Fig. 1: run 1, gate-type map
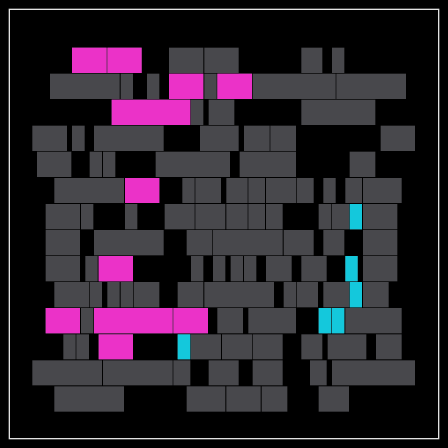
Fig. 2: run 1, close-up of the layout
The bar under the picture is 5 µm long. Window x 12 to 32, y 21 to 41 µm. Cells in gray, sequential cells in the stronger gray; small squares are vias.
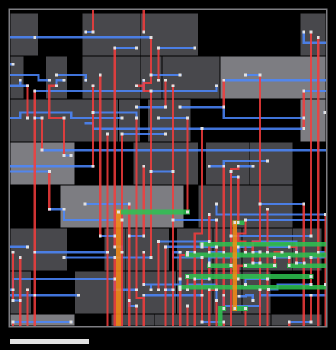
Fig. 3: run 1, clock wiring as the flow saved it
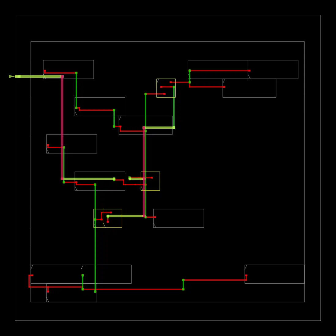
<file path="src/rtl/bit_serial_pkg.sv">
// Shared types and width-legality constants for the bit serialiser.
package bit_serial_pkg;

    localparam int unsigned MinWidth = 2;
    localparam int unsigned MaxWidth = 64;

    typedef enum logic {
        StIdle,
        StShift
    } state_e;

    function automatic bit width_legal(input int unsigned w);
        return (w >= MinWidth) && (w <= MaxWidth);
    endfunction

endpackage

</file>
<file path="src/rtl/mux_n.sv">
// N-to-1 single-bit multiplexer; selects outside 0..N-1 yield 0.
module mux_n #(
    parameter int unsigned N    = 8,
    parameter int unsigned SelW = $clog2(N)
) (
    input  logic [N-1:0]    data_i,
    input  logic [SelW-1:0] sel_i,
    output logic            out_o
);

    always_comb begin
        out_o = 1'b0;
        if (32'(sel_i) < N) begin
            out_o = data_i[sel_i];
        end
    end

endmodule

</file>
<file path="src/rtl/bit_serialiser.sv">
// Parallel-to-serial converter with per-word MSB/LSB-first order and
// zero-bubble back-to-back word acceptance.
module bit_serialiser
    import bit_serial_pkg::*;
#(
    parameter int unsigned WIDTH = 8,
    parameter int unsigned CNT_W = $clog2(WIDTH)
) (
    input  logic             i_clk,
    input  logic             i_rst,
    input  logic [WIDTH-1:0] i_data_par,
    input  logic             i_valid,
    input  logic             i_msb_first,
    output logic             o_ready,
    output logic             o_data_bit,
    output logic             o_bit_valid,
    input  logic             i_bit_ready,
    output logic             o_first,
    output logic             o_last
);

    if (!width_legal(WIDTH)) begin : g_bad_width
        $error("bit_serialiser: WIDTH out of range");
    end

    localparam logic [CNT_W-1:0] IdxMax = CNT_W'(WIDTH - 1);

    state_e             state_q, state_d;
    logic [CNT_W-1:0]   idx_q, idx_d;
    logic [WIDTH-1:0]   word_q, word_d;
    logic               msb_q, msb_d;

    logic               shifting;
    logic               word_hs;
    logic               bit_hs;
    logic               mux_bit;

    mux_n #(
        .N (WIDTH)
    ) u_mux (
        .data_i (word_q),
        .sel_i  (idx_q),
        .out_o  (mux_bit)
    );

    always_ff @(posedge i_clk) begin
        if (i_rst) begin
            state_q <= StIdle;
            idx_q   <= '0;
            word_q  <= '0;
            msb_q   <= 1'b0;
        end else begin
            state_q <= state_d;
            idx_q   <= idx_d;
            word_q  <= word_d;
            msb_q   <= msb_d;
        end
    end

    always_comb begin
        state_d = state_q;
        idx_d   = idx_q;
        word_d  = word_q;
        msb_d   = msb_q;
        // A new word wins over the last-bit retire so consecutive words abut.
        if (word_hs) begin
            state_d = StShift;
            word_d  = i_data_par;
            msb_d   = i_msb_first;
            idx_d   = i_msb_first ? IdxMax : '0;
        end else if (bit_hs) begin
            if (o_last) begin
                state_d = StIdle;
            end else if (msb_q) begin
                idx_d = idx_q - CNT_W'(1);
            end else begin
                idx_d = idx_q + CNT_W'(1);
            end
        end
    end

    always_comb begin
        shifting    = (state_q == StShift);
        o_bit_valid = shifting;
        o_data_bit  = shifting & mux_bit;
        o_first     = shifting && (msb_q ? (idx_q == IdxMax) : (idx_q == '0));
        o_last      = shifting && (msb_q ? (idx_q == '0) : (idx_q == IdxMax));
        o_ready     = !shifting || (o_last && i_bit_ready);
        word_hs     = i_valid && o_ready;
        bit_hs      = shifting && i_bit_ready;
    end

endmodule

</file>
<file path="config.mk">
export PLATFORM = sky130hd
export DESIGN_NAME = bit_serialiser
export DESIGN_NICKNAME = d
export VERILOG_FILES = /design/src/rtl/bit_serial_pkg.sv /design/src/rtl/mux_n.sv /design/src/rtl/bit_serialiser.sv
export SDC_FILE = /design/constraint.sdc
export NUM_CORES = 1
export LEC_CHECK = 0
export CORE_MARGIN = 2
export CORE_UTILIZATION = 48
export DETAILED_ROUTE_END_ITERATION = 10
export GPL_TIMING_DRIVEN = 0
export PLACE_DENSITY = 0.74
export SYNTH_ARGS = -nofsm -noshare
export SYNTH_HDL_FRONTEND = slang
export SYNTH_SLANG_ARGS = --single-unit
export TNS_END_PERCENT = 1
</file>
<file path="constraint.sdc">
create_clock -name i_clk -period 2 [get_ports i_clk]
set_input_delay 0.4 -clock i_clk [delete_from_list [all_inputs] [get_ports i_clk]]
set_output_delay 0.4 -clock i_clk [all_outputs]
set_load 0.02 [all_outputs]
</file>
==> results.txt, run 1 <==
Outcome = finished with violations
Violated checks = negative setup slack
Crit-path cells = or4b_4 -> and2_4 -> o21ai_4 -> buf_6
FP Rows = 14
Largest Pwr Group = sequential cells
Non-clk bufs = 28
Post-place setup slack = -354 ps
CP Max Fanout = 5
Primary FF master, synth = dfxtp_1
Final setup violation count = 1
# Cells Yosys = 88
Cells after synthesis = 88
Top Family by Delay on Critical Path = simple AND/OR/NAND/NOR gates
Chip Area, Yosys = 795 µm²
Required time of the worst setup path = 1600 ps
Number of distinct library cells after synthesis = 31
Most used routing layer = met2
Flop share of the area = 25.5%
Metal2 WL = 1.06 mm
Ant diodes = 0
ANT nets after route = 0
Comb group = 182 µW
Registers = 13
Async S/R FF share, synth = 0%
CP max stage delay = 540 ps
Global-route usage over all layers = 21.9%
Top reg by flops = word_q
Synth Area in Compound Gates = 15.9%
Top flop regs = word_q (8), idx_q (3)
Reg-to-reg critical path startpoint = idx_q[0]
DR WL/cell = 14.9 µm
Via count = 749
Fillers = 133
GPL Wtd Cong = 0.848
Seq cells post-synth = 13
OpenROAD warnings = 28
Slowest CP cell = or4b_4
Main logic family = simple AND/OR/NAND/NOR gates
Sum Neg Setup Slack = -37.2 ps
Net Sw Frac = 30.2%
H-Tree Depth = 1
Fraction of power consumed by combinational cells = 27.7%
Gate Area = 469 µm²
Vias per inst = 5.72
Critical Path Sink = o_ready
Final Worst Setup Slack = -37.2 ps
Area leader share = 32.8%
Max_cap viols = 0
Data buffer area share = 23.5%
Post-CTS sizing = 26
Met2 usage in global routing = 37.7%
Max reg flops = 8
Clock root cell = clkbuf_4
Post-layout util = 69.6%
PwrDens = 619 nW/µm²
Post-CTS Setup Bufs = 5
Commonest Layout Cell = nand2_1
Die X = 44.7 µm
Clock slew at reported path FFs = 80 ps
Initial antenna violation count = 0
Placed Area = 985 µm²
Notes on Fig. 1 above:
| color | family | cells |
|---|---|---|
| magenta | mux cells | 11 |
| cyan | nor cells | 6 |
fin cells: 131
multi-input combinational area share: 44.2%

Notes on Fig. 2 above:
| color | layer |
|---|---|
| blue | M1 |
| green | M3 |
| orange | M4 |
| red | M2 |
most frequent: nand2_1 (6), mux2i_1 (3)
sequential cells in the window: 3
cells with their middle in the window: 31

Notes on Fig. 3 above:
skew final: 0.715 ps
CLK BUF: 4

==> run 2, diff against run 1 <==
--- a/config.mk
+++ b/config.mk
@@ -10,6 +10,7 @@
 export DETAILED_ROUTE_END_ITERATION = 10
 export GPL_TIMING_DRIVEN = 0
 export PLACE_DENSITY = 0.74
+export SLEW_MARGIN = 20
 export SYNTH_ARGS = -nofsm -noshare
 export SYNTH_HDL_FRONTEND = slang
 export SYNTH_SLANG_ARGS = --single-unit
Fig. 4: run 2, wiring heat map
9 x 9 tiles, from white (low) to dark blue (high), scaled to the fullest tile. Values are wire area over tile area, all layers added.
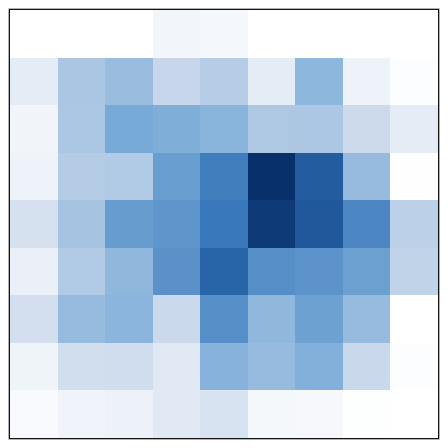
densest ninth of the die: center
mean over tiles: 0.16
fullest tile: 0.52
tiles over half the peak: 21%
nearly empty tiles: 16%
emptiest ninth of the die: north-east
global-route usage over all layers: 21.9%
final WL: 1.96 mm
via count: 749

==> run 2 against run 1 <==
Effect of this change: the flow still finishes with violations (negative setup slack); critical path depth unchanged; clock skew stayed put; via count unchanged; worst setup slack did not move; critical path type unchanged; first-iteration DRC count unchanged; non-clock buffer count unchanged; clock-buffer cell count unchanged; hold slack did not move; register-to-register slack is essentially flat; fmax stayed put; sequential share of layout area did not move; core utilization unchanged.
==> results.txt, run 2 <==
Primary FF master, synth = dfxtp_1
Post-place setup slack = -354 ps (unchanged)
DR iter-0 viols = 19
Max Buffers Root-to-Sink = 2
Number of distinct library cells after synthesis = 31 (unchanged)
Yosys warnings = 0
Top-count cell post-synth = nand2_1
Final Cycle Share = 102%
Flop share of the area = 25.5% (unchanged)
FP Rows = 14 (unchanged)
Leak pwr = 0.000413 µW
Peak supply drop = 408 µV
Comb gates = 63
Tapcells = 16
Critical path buffers and inverters = 1
Multi-input combinational area share = 44.2% (unchanged)
Vias per inst = 5.72 (unchanged)
CTS tree = done
Cells after synthesis = 88 (unchanged)
Post-layout util = 69.6% (unchanged)
Data buffer area share = 23.5% (unchanged)
Sequential Area = 270 µm²
Fmax = 0.491 GHz
CLK BUF = 4 (unchanged)
Top reg by flops = word_q
Max_cap viols = 0 (unchanged)
Most used routing layer = met2
Fin cells = 131 (unchanged)
OpenROAD warnings = 28 (unchanged)
Final Worst Setup Slack = -37.2 ps (unchanged)
DRT met1 WL = 736 µm
Non-clk bufs = 28 (unchanged)
Area leader share = 32.8% (unchanged)
Placed Area = 985 µm² (unchanged)
EDFF count, synth = 0
Largest net degree at the start of global routing = 11
Vias in the first global route = 654
Fin crit period = 2040 ps
Max reg flops = 8 (unchanged)
Synth Area in Compound Gates = 15.9% (unchanged)
Metal2 WL = 1.06 mm (unchanged)
H-Tree Depth = 1 (unchanged)
Top flop regs = word_q (8), idx_q (3)
ANT nets after route = 0 (unchanged)
Async S/R FF share, synth = 0% (unchanged)
Final setup violation count = 1 (unchanged)
Crit-path cells = or4b_4 -> and2_4 -> o21ai_4 -> buf_6
Violated checks = negative setup slack
Comb group = 182 µW (about the same)
Post-CTS Setup Bufs = 5 (unchanged)
Detail Route met3 WL = 132 µm
GPL Wtd Cong = 0.848 (unchanged)
Gate Area = 469 µm² (unchanged)
Top Layer Used = met4
Total CTS buffers = 3
Clk. pwr = 172 µW
PwrDens = 619 nW/µm² (unchanged)
Sum Neg Setup Slack = -37.2 ps (unchanged)
# DRC = 0
Fin area = 1060 µm²
Fa+ha+maj area frac = 2.52%
CP Max Fanout = 5 (unchanged)
Critical Path Sink = o_ready
Largest Pwr Group = sequential cells
Area fraction in mux cells = 17.0%
Commonest cells in the netlist = nand2_1, dfxtp_1, mux2i_1
Required time of the worst setup path = 1600 ps (about the same)
Hold Path Cell Cnt = 2
Fraction of power consumed by combinational cells = 27.7% (about the same)
Post-CTS sizing = 26 (unchanged)
Main logic family = simple AND/OR/NAND/NOR gates
Chip Area, Yosys = 795 µm² (unchanged)
Slew headroom = 76.3%
R2r setup slk = 90 ps
Core box area = 1520 µm²
Clock root cell = clkbuf_4
Largest cells by area after synthesis = dfxtp_1, mux2i_1, nand2_1
Skew final = 0.715 ps (unchanged)
Fillers = 133 (unchanged)
Slowest CP cell = or4b_4
Synthesized area = 795 µm²
Initial antenna violation count = 0 (unchanged)
Global-route wire length before repair = 2.97 mm
Die X = 44.7 µm (unchanged)
Met3 Track Usage GR = 4.90%
Ant diodes = 0 (unchanged)
CP Depth = 4
Met2 usage in global routing = 37.7% (unchanged)
# Cells Yosys = 88 (unchanged)
Largest cell class = combinational gates
Net Sw Frac = 30.2% (unchanged)
DR WL/cell = 14.9 µm (unchanged)
Reg-to-reg endpoint = idx_q[2]
Simple share = 19.5%
Reg-to-reg critical path startpoint = idx_q[0]
P_sw = 198 µW
Clock slew at reported path FFs = 80 ps (about the same)
RSZ-0062 raised after global routing = true
Crit path from = idx_q[2]
Die height = 44.7 µm
Commonest Layout Cell = nand2_1
Seq cells post-synth = 13 (unchanged)
Top Family by Delay on Critical Path = simple AND/OR/NAND/NOR gates
Registers = 13 (unchanged)
CP max stage delay = 540 ps (about the same)
Outcome = finished with violations
Hold Buf Count CTS = 0
Fig. 5: run 2, pin map
The bar under the picture is 10 µm long. Pins as bars across the die edge, other pins in gray.
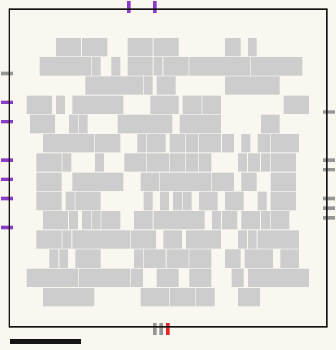
| color | port | pins | direction | edge |
|---|---|---|---|---|
| purple | i_data_par | 8 | input | 6 west, 2 north |
| red | i_msb_first | 1 | input | south |
all pins by edge: 7 west, 6 east, 3 south, 2 north

==> run 3, diff against run 2 <==
--- a/config.mk
+++ b/config.mk
@@ -5,11 +5,12 @@
 export SDC_FILE = /design/constraint.sdc
 export NUM_CORES = 1
 export LEC_CHECK = 0
+export CORE_ASPECT_RATIO = 0.6
 export CORE_MARGIN = 2
-export CORE_UTILIZATION = 48
+export CORE_UTILIZATION = 35
 export DETAILED_ROUTE_END_ITERATION = 10
 export GPL_TIMING_DRIVEN = 0
-export PLACE_DENSITY = 0.74
+export PLACE_DENSITY = 0.56
 export SLEW_MARGIN = 20
 export SYNTH_ARGS = -nofsm -noshare
 export SYNTH_HDL_FRONTEND = slang
Fig. 6: run 3, pin map
The bar under the picture is 20 µm long. Pins as bars across the die edge, other pins in gray.
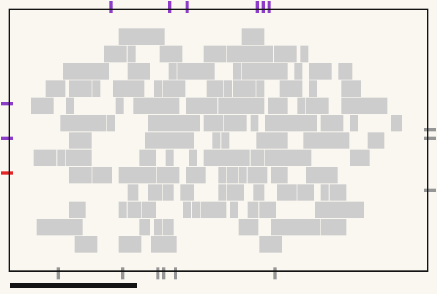
| color | port | pins | direction | edge |
|---|---|---|---|---|
| red | i_msb_first | 1 | input | west |
| purple | i_data_par | 8 | input | 6 north, 2 west |

==> run 3 against run 2 <==
Effect of this change: the flow still finishes with violations (negative setup slack); critical path depth rose by 1; power grew 9.0%; via count decreased by 3.7%; worst setup slack lost 38 ps; clock power is 34% higher; sequential cell count did not move; die size is 34% higher; register-to-register slack got worse by 40 ps; combinational power is essentially flat; clock-buffer cell count unchanged; wire length shrank 1.6%; first-iteration DRC count rose by 42%.
==> results.txt, run 3 <==
Core box area = 2160 µm² (+42%)
Largest Pwr Group = sequential cells
Top Layer Used = met4
Peak supply drop = 357 µV (-13%)
RSZ-0062 raised after global routing = true
Max reg flops = 8 (unchanged)
Largest net degree at the start of global routing = 11 (unchanged)
Sum Neg Setup Slack = -85.7 ps (-48.6 ps)
Final WL = 1.93 mm (-1.6%)
Final Worst Setup Slack = -75.3 ps (-38.1 ps)
Hold Buf Count CTS = 0 (unchanged)
Final Cycle Share = 104% (+1.9 points)
Post-CTS sizing = 24 (-7.7%)
Top reg by flops = word_q
R2r setup slk = 50 ps (-40 ps)
Net Sw Frac = 27.1% (-3.1 points)
ANT nets after route = 0 (unchanged)
Simple share = 19.5% (unchanged)
Vias in the first global route = 588 (-10%)
Synth Area in Compound Gates = 15.9% (unchanged)
DRT met1 WL = 948 µm (+29%)
Metal2 WL = 801 µm (-24%)
Fin crit period = 2080 ps (+38.1 ps)
Outcome = finished with violations
Max_cap viols = 0 (unchanged)
Die X = 65.5 µm (+47%)
Met3 Track Usage GR = 5.22% (+0.32 points)
GPL Wtd Cong = 0.872 (+2.8%)
Tapcells = 30 (+14)
Clock root cell = clkbuf_8
Yosys warnings = 0 (unchanged)
Synthesized area = 795 µm² (unchanged)
Comb group = 183 µW (about the same)
Clk. pwr = 231 µW (+34%)
CP Max Fanout = 3 (-2)
Initial antenna violation count = 0 (unchanged)
Skew final = 0.884 ps (+0.169 ps)
Cells after synthesis = 88 (unchanged)
Die height = 40.9 µm (-8.5%)
Async S/R FF share, synth = 0% (unchanged)
Slowest CP cell = or4b_4
Fmax = 0.482 GHz (-1.8%)
Data buffer area share = 22.4% (-1.1 points)
Detail Route met3 WL = 153 µm (+16%)
Max Buffers Root-to-Sink = 2 (unchanged)
Fa+ha+maj area frac = 2.52% (unchanged)
Number of distinct library cells after synthesis = 31 (unchanged)
Global-route wire length before repair = 3.15 mm (+5.8%)
Sequential Area = 264 µm² (-2.3%)
Slew headroom = 72.1% (-4.2 points)
PwrDens = 660 nW/µm² (+6.6%)
Fillers = 215 (+62%)
Reg-to-reg endpoint = idx_q[2]
Ant diodes = 0 (unchanged)
Main logic family = simple AND/OR/NAND/NOR gates
CP Capture Type = primary output
Post-place setup slack = -361 ps (-7.49 ps)
Non-clk bufs = 25 (-11%)
H-Tree Depth = 1 (unchanged)
Fin cells = 142 (+8.4%)
Commonest Layout Cell = nand2_1
Area leader share = 32.8% (unchanged)
Seq cells post-synth = 13 (unchanged)
Placed Area = 1000 µm² (+1.8%)
Reg-to-reg critical path startpoint = idx_q[0]
Total CTS buffers = 3 (unchanged)
Fraction of power consumed by combinational cells = 25.5% (-2.2 points)
Registers = 13 (unchanged)
Leak pwr = 0.000412 µW (-0.16%)
EDFF count, synth = 0 (unchanged)
Fraction of layout cells with a size suffix above 1 = 23.2%
Area fraction in mux cells = 17.0% (unchanged)
Fin area = 1080 µm² (+2.2%)
Crit-path cells = buf_6 -> or4b_4 -> and2_4 -> o21ai_4 -> buf_6
CP Depth = 5 (+1)
Post-layout util = 50.1% (-19 points)
Top Family by Delay on Critical Path = simple AND/OR/NAND/NOR gates
CLK BUF = 4 (unchanged)
Top flop regs = word_q (8), idx_q (3)
Synth Area in XOR/XNOR = 2.20%
OpenROAD warnings = 28 (unchanged)
Top-count cell post-synth = nand2_1
Violated checks = negative setup slack
CTS tree = done
Multi-input combinational area share = 43.3% (-0.97 points)
Chip Area, Yosys = 795 µm² (unchanged)
# Cells Yosys = 88 (unchanged)
Critical Path Sink = o_ready
Most used routing layer = met2
DR iter-0 viols = 27 (+8)
Hold Path Cell Cnt = 2 (unchanged)
Clock slew at reported path FFs = 50 ps (-30 ps)
Post-CTS Setup Bufs = 2 (-3)
Gate Area = 469 µm² (unchanged)
Final setup violation count = 2 (+1)
Critical path buffers and inverters = 2 (+1)
Largest cells by area after synthesis = dfxtp_1, mux2i_1, nand2_1
Met2 usage in global routing = 24.5% (-13 points)
Flop share of the area = 24.3% (-1.1 points)
Crit path from = idx_q[0]
Fig. 7: run 3, wiring heat map
13 x 8 tiles, from white (low) to dark blue (high), scaled to the fullest tile. Values are wire area over tile area, all layers added.
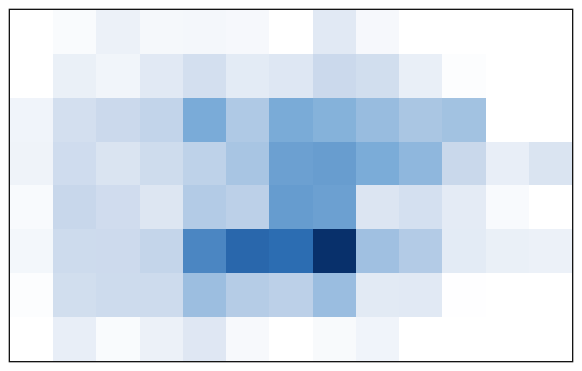
tiles over half the peak: 7.7%
nearly empty tiles: 22%
mean over tiles: 0.12
fullest tile: 0.61
global-route usage over all layers: 17.1%
via count: 721
DR WL/cell: 13.6 µm

Power is estimated from default activity; no workload was simulated.
